$ cat src/rtl/multicycle_control.sv
// Multi-cycle control FSM for the teaching CPU datapath (FETCH/DECODE/EXEC/MEM/WB).
// Optional feature: define PERF_CNT_EN to add the retired_count instruction counter.
module multicycle_control #(
  parameter int unsigned OP_WIDTH    = 3,
  parameter int unsigned MEM_TIMEOUT = 15,
  parameter int unsigned CNT_WIDTH   = 32
) (
  input  logic                 clk,
  input  logic                 rst_n,
  input  logic [OP_WIDTH-1:0]  op,
  input  logic                 zero,
  input  logic                 imem_ready,
  input  logic                 dmem_ready,
  input  logic                 stall,
  output logic                 imem_req,
  output logic                 ir_write,
  output logic                 pc_write,
  output logic                 pc_src,
  output logic                 reg_dst,
  output logic                 reg_write,
  output logic                 alu_src,
  output logic [1:0]           alu_op,
  output logic                 mem_read,
  output logic                 mem_write,
  output logic                 mem_to_reg,
  output logic                 halted,
  output logic                 illegal_op,
  output logic                 bus_error
`ifdef PERF_CNT_EN
  ,
  output logic [CNT_WIDTH-1:0] retired_count
`endif
);

  localparam int unsigned WAIT_W = (MEM_TIMEOUT > 0) ? $clog2(MEM_TIMEOUT + 1) : 1;

  localparam logic [OP_WIDTH-1:0] OP_RTYPE = OP_WIDTH'(0);
  localparam logic [OP_WIDTH-1:0] OP_LOAD  = OP_WIDTH'(1);
  localparam logic [OP_WIDTH-1:0] OP_STORE = OP_WIDTH'(2);
  localparam logic [OP_WIDTH-1:0] OP_BEQ   = OP_WIDTH'(3);
  localparam logic [OP_WIDTH-1:0] OP_ADDI  = OP_WIDTH'(4);
  localparam logic [OP_WIDTH-1:0] OP_HALT  = OP_WIDTH'(5);

  typedef enum logic [2:0] {
    S_IDLE,
    S_FETCH,
    S_DECODE,
    S_EXEC,
    S_MEM,
    S_WB,
    S_HALT,
    S_TRAP
  } state_t;

  state_t              state_q, state_d;
  logic [OP_WIDTH-1:0] op_q, op_d;
  logic [WAIT_W-1:0]   wait_q, wait_d;
  logic                illegal_q, illegal_d;
  logic                bus_err_q, bus_err_d;
  logic                timeout_hit;
  logic                stall_active;

  assign timeout_hit  = (MEM_TIMEOUT != 0) && (wait_q == WAIT_W'(MEM_TIMEOUT));
  assign stall_active = stall && (state_q != S_IDLE) && (state_q != S_HALT) && (state_q != S_TRAP);
  assign illegal_op   = illegal_q;
  assign bus_error    = bus_err_q;

  // State, latched opcode, wait counter and sticky trap causes
  always_ff @(posedge clk or negedge rst_n) begin
    if (!rst_n) begin
      state_q   <= S_IDLE;
      op_q      <= '0;
      wait_q    <= '0;
      illegal_q <= 1'b0;
      bus_err_q <= 1'b0;
    end else begin
      state_q   <= state_d;
      op_q      <= op_d;
      wait_q    <= wait_d;
      illegal_q <= illegal_d;
      bus_err_q <= bus_err_d;
    end
  end

  // Next state and control outputs decoded from the current state
  always_comb begin
    state_d    = state_q;
    op_d       = op_q;
    wait_d     = wait_q;
    illegal_d  = illegal_q;
    bus_err_d  = bus_err_q;
    imem_req   = 1'b0;
    ir_write   = 1'b0;
    pc_write   = 1'b0;
    pc_src     = 1'b0;
    reg_dst    = 1'b0;
    reg_write  = 1'b0;
    alu_src    = 1'b0;
    alu_op     = 2'b00;
    mem_read   = 1'b0;
    mem_write  = 1'b0;
    mem_to_reg = 1'b0;
    halted     = 1'b0;

    case (state_q)
      S_IDLE: state_d = S_FETCH;

      S_FETCH: begin
        imem_req = 1'b1;
        if (imem_ready) begin
          ir_write = 1'b1;
          pc_write = 1'b1;
          state_d  = S_DECODE;
        end else if (timeout_hit) begin
          state_d   = S_TRAP;
          bus_err_d = 1'b1;
        end else if (MEM_TIMEOUT != 0) begin
          wait_d = wait_q + WAIT_W'(1);
        end
      end

      S_DECODE: begin
        op_d = op;
        if ((op == OP_RTYPE) || (op == OP_LOAD) || (op == OP_STORE) ||
            (op == OP_BEQ) || (op == OP_ADDI)) begin
          state_d = S_EXEC;
        end else if (op == OP_HALT) begin
          state_d = S_HALT;
        end else begin
          state_d   = S_TRAP;
          illegal_d = 1'b1;
        end
      end

      S_EXEC: begin
        if (op_q == OP_RTYPE) begin
          alu_op  = 2'b10;
          state_d = S_WB;
        end else if (op_q == OP_ADDI) begin
          alu_src = 1'b1;
          state_d = S_WB;
        end else if ((op_q == OP_LOAD) || (op_q == OP_STORE)) begin
          alu_src = 1'b1;
          state_d = S_MEM;
        end else if (op_q == OP_BEQ) begin
          alu_op   = 2'b01;
          pc_src   = 1'b1;
          pc_write = zero;
          state_d  = S_FETCH;
        end else begin
          state_d   = S_TRAP;
          illegal_d = 1'b1;
        end
      end

      S_MEM: begin
        alu_src = 1'b1;
        if (op_q == OP_STORE) mem_write = 1'b1;
        else                  mem_read  = 1'b1;
        if (dmem_ready) begin
          state_d = (op_q == OP_STORE) ? S_FETCH : S_WB;
        end else if (timeout_hit) begin
          state_d   = S_TRAP;
          bus_err_d = 1'b1;
        end else if (MEM_TIMEOUT != 0) begin
          wait_d = wait_q + WAIT_W'(1);
        end
      end

      S_WB: begin
        reg_write  = 1'b1;
        reg_dst    = (op_q == OP_RTYPE);
        mem_to_reg = (op_q == OP_LOAD);
        state_d    = S_FETCH;
      end

      S_HALT: halted = 1'b1;

      S_TRAP: ;

      default: state_d = S_IDLE;
    endcase

    if (state_d != state_q) wait_d = '0;

    // Stall freezes all sequential state and suppresses side-effecting strobes
    if (stall_active) begin
      state_d   = state_q;
      op_d      = op_q;
      wait_d    = wait_q;
      illegal_d = illegal_q;
      bus_err_d = bus_err_q;
      imem_req  = 1'b0;
      ir_write  = 1'b0;
      pc_write  = 1'b0;
      reg_write = 1'b0;
      mem_read  = 1'b0;
      mem_write = 1'b0;
    end
  end

`ifdef PERF_CNT_EN
  logic                 retire;
  logic [CNT_WIDTH-1:0] retired_q;

  // An instruction retires on WB exit, STORE completion or BEQ execution
  assign retire = !stall &&
                  ((state_q == S_WB) ||
                   ((state_q == S_MEM) && (op_q == OP_STORE) && dmem_ready) ||
                   ((state_q == S_EXEC) && (op_q == OP_BEQ)));

  always_ff @(posedge clk or negedge rst_n) begin
    if (!rst_n) retired_q <= '0;
    else if (retire) retired_q <= retired_q + CNT_WIDTH'(1);
  end

  assign retired_count = retired_q;
`endif

endmodule

$ cat config.mk
export PLATFORM = sky130hd
export DESIGN_NAME = multicycle_control
export DESIGN_NICKNAME = d
export VERILOG_FILES = /design/src/rtl/multicycle_control.sv
export SDC_FILE = /design/constraint.sdc
export NUM_CORES = 1
export LEC_CHECK = 0
export ABC_AREA = 1
export CORE_ASPECT_RATIO = 1.4
export CORE_MARGIN = 4
export CORE_UTILIZATION = 43
export CTS_CLUSTER_DIAMETER = 60
export DETAILED_ROUTE_END_ITERATION = 10
export PLACE_DENSITY_LB_ADDON = 0.12
export SLEW_MARGIN = 0
export SYNTH_ARGS = -nofsm -noshare
export SYNTH_HDL_FRONTEND = slang
export SYNTH_SLANG_ARGS = --single-unit
$ cat constraint.sdc
create_clock -name clk -period 1.6 [get_ports clk]
set_clock_uncertainty 0.2 [all_clocks]
set_input_delay 0.16 -clock clk [delete_from_list [all_inputs] [get_ports clk]]
set_output_delay 0.16 -clock clk [all_outputs]
set_load 0.01 [all_outputs]
run_1/met2.png
Scale: 6 px per um.
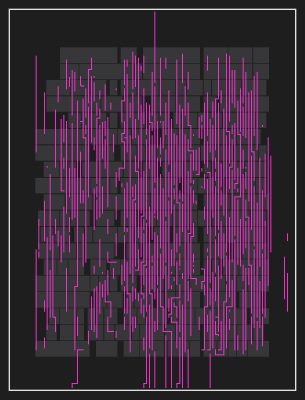
nets with wire on the layer: 212
longest straight run: 36.2 um
wire length on this layer: 2260 um
share of all routed wire: 53%

run_1/final_clocks.png
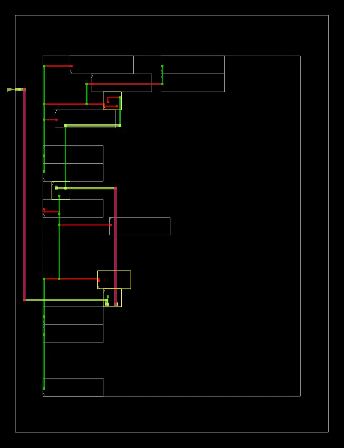
flip-flops: 12
Clock buffer cells: 4

run_1/clock_map.png
Scale: 10 px per um.
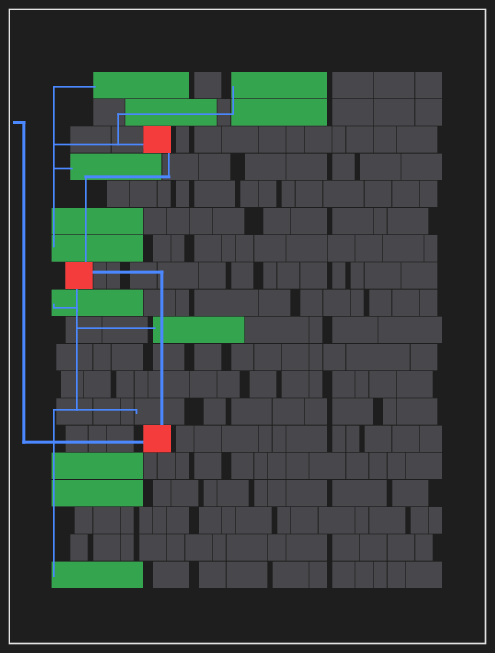
[green] flip-flops | count: 12
[red] cells driving clock nets | count: 3
[blue] clock wires | length: 199 um
routed clock nets: 4

[run 1: per-stage QoR]
stage	total power [W]	setup WS [ns]
final	0.00358	-0.333
after global routing	0.00378	-0.430
after CTS	0.00290	-0.268
after detailed placement	0.00214	-0.308
after global placement	0.00210	-0.313
after floorplan	0.00142	0.0277
[run 1: sequential cells by signal, summed over array words and instances, names as in the netlist]
register and cells:
illegal_op 1, bus_error 1, op_q 3, wait_q 4
state_q 3
[run 1: worst max-delay path, cell delays in order, from the launching register on]
cell,delay [ns]
dfrtp_2,0.43
buf_6,0.13
nor2_4,0.08
buf_6,0.11
buf_6,0.09
nand3b_1,0.13
nand2_1,0.14
nand2_2,0.08
nand3_2,0.09
nand2_2,0.06
nand2_2,0.08
nand3_4,0.10
a21oi_2,0.14
==> impl_metrics.ini, run 1 <==
; generated from flow reports
[clock_network]
h-tree-depth = 1
cts_made_buffers = 3
clockBufferDepth = 2
ctsHoldBuffers = 0
cts_root_buf = clkbuf_4
cts_sinks = 12

[sta]
setup_viol = 22
hold_viol_final = 0
grt_setup_unrepaired = true
period_minus_slack_ns = 1.93
holdWs_ns = 0.0215
max-slew-margin-rel_pct = 64.9
tns_ns = -3.77
worst_slack_ns = -0.333
finalClockPeriodUsage_pct = 121

[cells_and_area]
comb_cells = 107
design_area_sq_um = 1840
nonClkBufAreaFrac_pct = 36.3
drive_above_1_share_pct = 63.3
antennaDiodeCount = 0
register_area_sq_um = 304
fin_cells = 239
fill_cells = 81
inverters = 15
dominant_cells = logic gates
final_core_util_pct = 91.1

[placement]
post_dp_cell_area_sq_um = 1460
place.gp.congestion = 0.893

[outcome]
run_status = finished, violations left
violations = negative setup slack

[global_routing]
grt_pass1_vias = 1328
overflow = 0
grt_pass1_wl_um = 5750
use_met1_pct = 27.6
busiest_layer = met2
antenna_found_initial = 0
grtUsageMet3_pct = 5.41
grt_max_degree = 13

[power_and_ir_drop]
power.density_nw_per_um2 = 1940
leakage_nw = 0.938
clock_power_w = 0.000244
pg_seq_w = 0.000529
p_switching_w = 0.00170
pwr-share-clk_pct = 6.8
p_int_w = 0.00188
swShare_pct = 47.6

[yosys]
common_cells = 33 x nand2_1, 19 x nor2_1, 13 x inv_1, 13 x nand3_1, 12 x dfrtp_1
yosysTopAreaCell = dfrtp_1
ys_sh_simple_pct = 42.0
synth_dominant_cell_count = nand2_1
fa_ha_area_share_pct = 1.33
aoi_share_pct = 11.5
fp_nets = 148
syn_area_per_cell_sq_um = 6.80

[floorplanning]
floorplanUtilization_pct = 46.4
core_area_sq_um = 2020
pin_count = 24
die_x_um = 47.5

[job]
log.warning_count = 28
drv_cap = 0

[setup_path]
required_ns = 1.61
r2r-end = wait_q[0]
crit_end = wait_q[0]
worstPathMaxFanout = 4
worst-setup-path-type = reg -> reg
ff2ff_path_depth = 12
start_kind = register

[detailed_routing]
wl_met2_um = 2260
drt_pass1_iterations = 4
antenna_left = 0
vias = 1361

[hold_path]
hold_path_class = in -> async
==> run 2: changes to the inputs <==
--- a/config.mk
+++ b/config.mk
@@ -6,9 +6,11 @@
 export NUM_CORES = 1
 export LEC_CHECK = 0
 export ABC_AREA = 1
+export CELL_PAD_IN_SITES_DETAIL_PLACEMENT = 0
+export CELL_PAD_IN_SITES_GLOBAL_PLACEMENT = 2
 export CORE_ASPECT_RATIO = 1.4
 export CORE_MARGIN = 4
-export CORE_UTILIZATION = 43
+export CORE_UTILIZATION = 23
 export CTS_CLUSTER_DIAMETER = 60
 export DETAILED_ROUTE_END_ITERATION = 10
 export PLACE_DENSITY_LB_ADDON = 0.12
==> run 2 against run 1 <==
Register-to-register slack better by 0.06 ns. Largest power group unchanged. First-iteration DRC count decreased by 37%. Total power shrank 3.8%. Worst setup slack improved by 0.059 ns. Synthesized area unchanged. The run still ends with negative setup slack left. Critical path type unchanged. Combinational power down 5%. Final cell count is 7.9% higher.
==> impl_metrics.ini, run 2 <==
; generated from flow reports
[global_routing]
grt_max_degree = 13
grt_usage_pct = 14.9
grtUsageMet3_pct = 2.32
grt_pass1_wl_um = 5750
antenna_found_initial = 0
overflow = 0
use_met1_pct = 16.5
grt_pass1_vias = 1246
busiest_layer = met2
use_met2_pct = 27.5

[setup_path]
crit_path_end_kind = register
r2r_slack_ns = -0.27
start_kind = register
cpMostUsedCell = buf_6
worstPathMaxFanout = 4
r2r-end = wait_q[3]
worst-setup-path-type = reg -> reg
required_ns = 1.53
worstPathArrival_ns = 1.80
r2r_start = state_q[1]
crit_chain = buf_6 -> nor2_4 -> buf_6 -> nand2_4 -> nand3_4 -> inv_6 -> buf_6 -> nor2_4 -> nand4_1 -> xor2_1 -> a21oi_2
slowest_delay_ns = 0.44
path_delay_family = simple AND/OR/NAND/NOR gates
slowest_stage = dfrtp_2
ff2ff_path_depth = 11
cp_num_buf_inv = 4

[yosys]
fp_nets = 148
ys_chip_area_sq_um = 938
synth-async-reset-ratio_pct = 100
netlist_instances = 138
syn_area_per_cell_sq_um = 6.80
post_synth_num_cell_types = 23
common_cells = 33 x nand2_1, 19 x nor2_1, 13 x inv_1, 13 x nand3_1, 12 x dfrtp_1
yosysTopAreaCell = dfrtp_1
yosys-stat-cells = 138
ys_sh_simple_pct = 42.0
synthXorXnorAreaFrac_pct = 2.80
synth-seq-cells = 12
fa_ha_area_share_pct = 1.33
synth-main-ff-cell = dfrtp_1
synth_warnings = 0
top_cell_area_share_pct = 32.0
synth_dominant_cell_count = nand2_1
seq_area_frac_synth_pct = 32.0
yosys-top-cells-area = dfrtp_1 32%, nand2_1 13%, nor2_1 7.6%
syn_area_sq_um = 938
logic_family = simple AND/OR/NAND/NOR gates
ys_sh_mux_pct = 0
aoi_share_pct = 11.5
enable_flop_cells = 0

[sta]
worst_slack_ns = -0.274
drv_slew = 0
period_minus_slack_ns = 1.87
max-slew-margin-rel_pct = 86.1
hold_viol_final = 0
fmax_ghz = 0.534
setup_viol = 21
grt_setup_unrepaired = true
finalClockPeriodUsage_pct = 117
tns_ns = -2.73
worst_pin_slew_ns = 0.206
holdWs_ns = 0.0293

[detailed_routing]
drt_pass1_iterations = 4
vias = 1214
dr.max_layer_used = met4
wl_met2_um = 2170
wl_met3_um = 87
drcViolationCount = 0
wl_per_cell_um = 14.3
met1Wirelength_um = 1380
antenna_left = 0
first_iter_violations = 33
vias_per_cell = 4.71
routed_wl_um = 3680

[power_and_ir_drop]
power.density_nw_per_um2 = 1800
vdd_drop_max_mv = 0.989
leakage_nw = 0.931
total_power_w = 0.00344

[cells_and_area]
comb_share_pct = 39.3
layout_top_cell = buf_4
design_area_sq_um = 1920
fin_cells = 258
nonClkBufAreaFrac_pct = 36.5
flop-count = 12
inverters = 15
fill_cells = 401
drive_above_1_share_pct = 61.9
largest_register = wait_q
clkbuf_count = 3
largestRegisters = wait_q x4, op_q x3, state_q x3
final_core_util_pct = 48.5
final_nets = 227
logic_area_sq_um = 753
nonClockBufferCount = 78
comb_cells = 107
seq-cell-share_pct = 15.9
syn_to_final_growth_pct = 104
largest_reg_flops = 4
dominant_cells = logic gates
register_area_sq_um = 304
clockNetworkAreaShare_pct = 2.15
antennaDiodeCount = 0
final_cell_mix = 34 x buf_4, 22 x buf_6, 21 x nand2_1

[clock_network]
ctsHoldBuffers = 0
cts_tree = built
cts_made_buffers = 3
clockBufferDepth = 2
path_clk_slew_ns = 0.06
cts_sinks = 12
cts_root_buf = clkbuf_8
h-tree-depth = 1
insertion_delay_ns = 0.24

[placement]
dp_cells = 241
port_buffers = 23
place.gp.congestion = 0.900
dpl_worst_slack_ns = -0.333
post_dp_cell_area_sq_um = 1500
post-dp-hpwl_um = 2770

[floorplanning]
die_h_um = 83.6
floorplanUtilization_pct = 23.7
rows = 27
pin_count = 24
tap-cell-count = 43
core_area_sq_um = 3950
die_x_um = 62.0
chipArea_sq_um = 5180

[job]
log.warning_count = 28
drv_cap = 0

[outcome]
violations = negative setup slack
run_status = finished, violations left

[hold_path]
hold_path_class = in -> async
-- run 2: worst max path at each step --
| stage | depth (start not counted) | slack [ns] | from | to |
|---|---|---|---|---|
| after floorplan | 8 | 0.03 | wait_q[0] | wait_q[0] |
| after global placement | 7 | -0.35 | state_q[1] | pc_write |
| after detailed placement | 6 | -0.33 | state_q[2] | pc_write |
| after CTS | 11 | -0.24 | state_q[1] | wait_q[0] |
| after global routing | 12 | -0.34 | state_q[1] | wait_q[0] |
| final | 11 | -0.27 | state_q[1] | wait_q[3] |
-- run 2: repair_timing --
action,CTS,global route
setup endpoints to repair,25,25
gates resized,96,57
pin swaps,9,23
setup buffers,8,6
-- run 2: where the power goes --
part           leakage (nW)  switching (W)  internal, W
clock network        0.0216       0.000118     0.000166
registers             0.140      0.0000957     0.000408
logic                 0.770        0.00135      0.00131
run_2/cell_classes.png
Scale: 4 px per um. Fill, decap, tap and diode cells in gray.
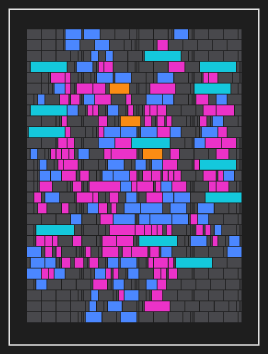
[blue] other buffers and delay cells | cells: 78 | share of their area: 38%
[orange] cells driving clock nets | cells: 3 | share of their area: 2.2%
[cyan] flip-flops | cells: 12 | share of their area: 16%
[magenta] all other logic | cells: 122 | share of their area: 44%

Power figures rest on the tool's default switching activity, not on a simulated workload.
